Fig. 1: placement view
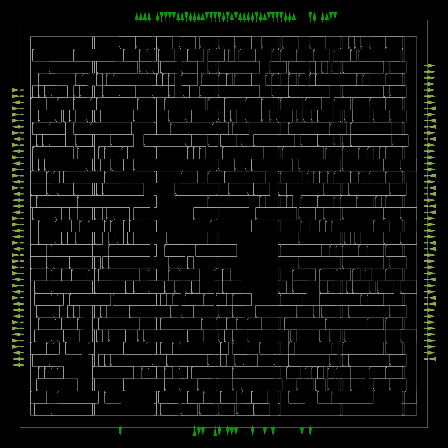
Fig. 2: routed clock nets over the placement
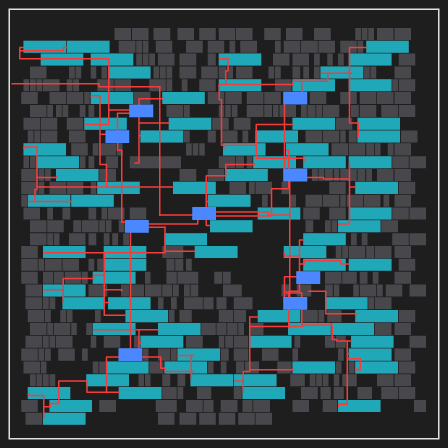
Design alu_cmd_sequencer, sky130hd; sources not shown.
==> run notes <==
impl run done, here's what came out: yosys simple share=0.216, outcome=finished clean, Critical Path Source Type=flip-flop, gr ovfl total=0, Crit path required time=between 3 and 4 ns, CP arrival=1.65 ns, # DRC=0, main logic family after synthesis=simple AND/OR/NAND/NOR gates, Detail Route Antenna Nets=0, number of fill cells=roughly 560, Power Total=between 3 and 4 mW, adder share=0.0111, Top cell excl fill/tap=clkdlybuf4s50_1, Max-cap violations=0, Critical path buffers and inverters=1, r2r worst-path depth=6, starting density of the core=0.467, ys flop type=dfrtp_1, H-tree depth=3, CTS root buffer=clkbuf_8, cell count after synthesis=approximately 350, Worst path depth=2, DIE AREA=slightly above 8000 sq um, Yosys cell types=29, Die Ht=90.8 um, Mux area share=0.0502, RSZ-0062 raised after global routing=no, Final Hold Viols=0, leak pwr=approximately 2.4 nW, overall fraction of global-route tracks in use=0.215, DR iter-0 viols=~130, row count=31, design area=5050 sq um, area grow syn2layout=49.1%, final core area utilization=0.696, CP max stage cell=clkdlybuf4s50_1, CTS Buf Count=9, Core Area=approximately 7300 sq um, initial antenna violation count=0, first-pass GRT wire length=approximately 14000 um, post-synthesis sequential area ratio=0.584, vias=about 2900, cell with the most instances after synthesis=nand2_1, pre-CTS WS=~1.5 ns, worst slew pin tran=around 1.0 ns, Antenna diodes=0, top cell type by total area after synthesis=dfrtp_1, fin cells=between 500 and 600, CTS-repair resized insts=0, hold crit path type=flip-flop to flip-flop, XOR Share, Synth=0.0414, setup TNS=0 ns, cell total in the yosys stat output=approximately 350, post-synth top area share=0.584, Synth Cell Area=around 3400 sq um, top cell family by delay on the critical path=buffers and inverters, Insertion Delay late pin=0.33 ns, Post-synth ARST share=1.00, syn nets=between 400 and 500, Wirelength per Cell=14.7 um, maximum fanout along the worst path=6, final WL=about 8700 um, Layout Nets=between 500 and 600, fin crit period=2.71 ns, Bufs on Longest Clock Path=2
-- Fig. 1 (at the start) --
tap cells: 99
Seq area share: 0.391

-- Fig. 2 (at the start) --
[cyan] flip-flops | count: 79
[red] clock wires | length: 915 um
[blue] clock-net drivers | count: 9
flops lie: widely spread
power in the clock group: 0.527 mW
clock power share: 0.154

## routing by layer
metal / GRT usage / share of wire / vias to the layer above
met1: 0.268 / 0.43 / 1387
met4: 0.0833 / 0.014 / 0
met3: 0.0534 / 0.070 / 9
li1: - / - / 1372
met5: 0 / 0 / -
met2: 0.359 / 0.49 / 109
## final cells by class
cell class              count  area [sq um]  area share
clock inverters             6          61.3      0.0121
clock buffers              10           128      0.0253
multi-input cells         238          1210       0.240
flip-flops and latches     79          1980       0.391
repair buffers            154          1540       0.305
well taps                  99           124      0.0245
inverters                   2          7.51     0.00149
## report_power, final
group	total (mW)	switching, mW	internal, mW
Sequential	1.29	0.242	1.05
Combinational	1.60	0.737	0.862
Clock	0.527	0.261	0.266
Power and IR drop assume default switching activity.
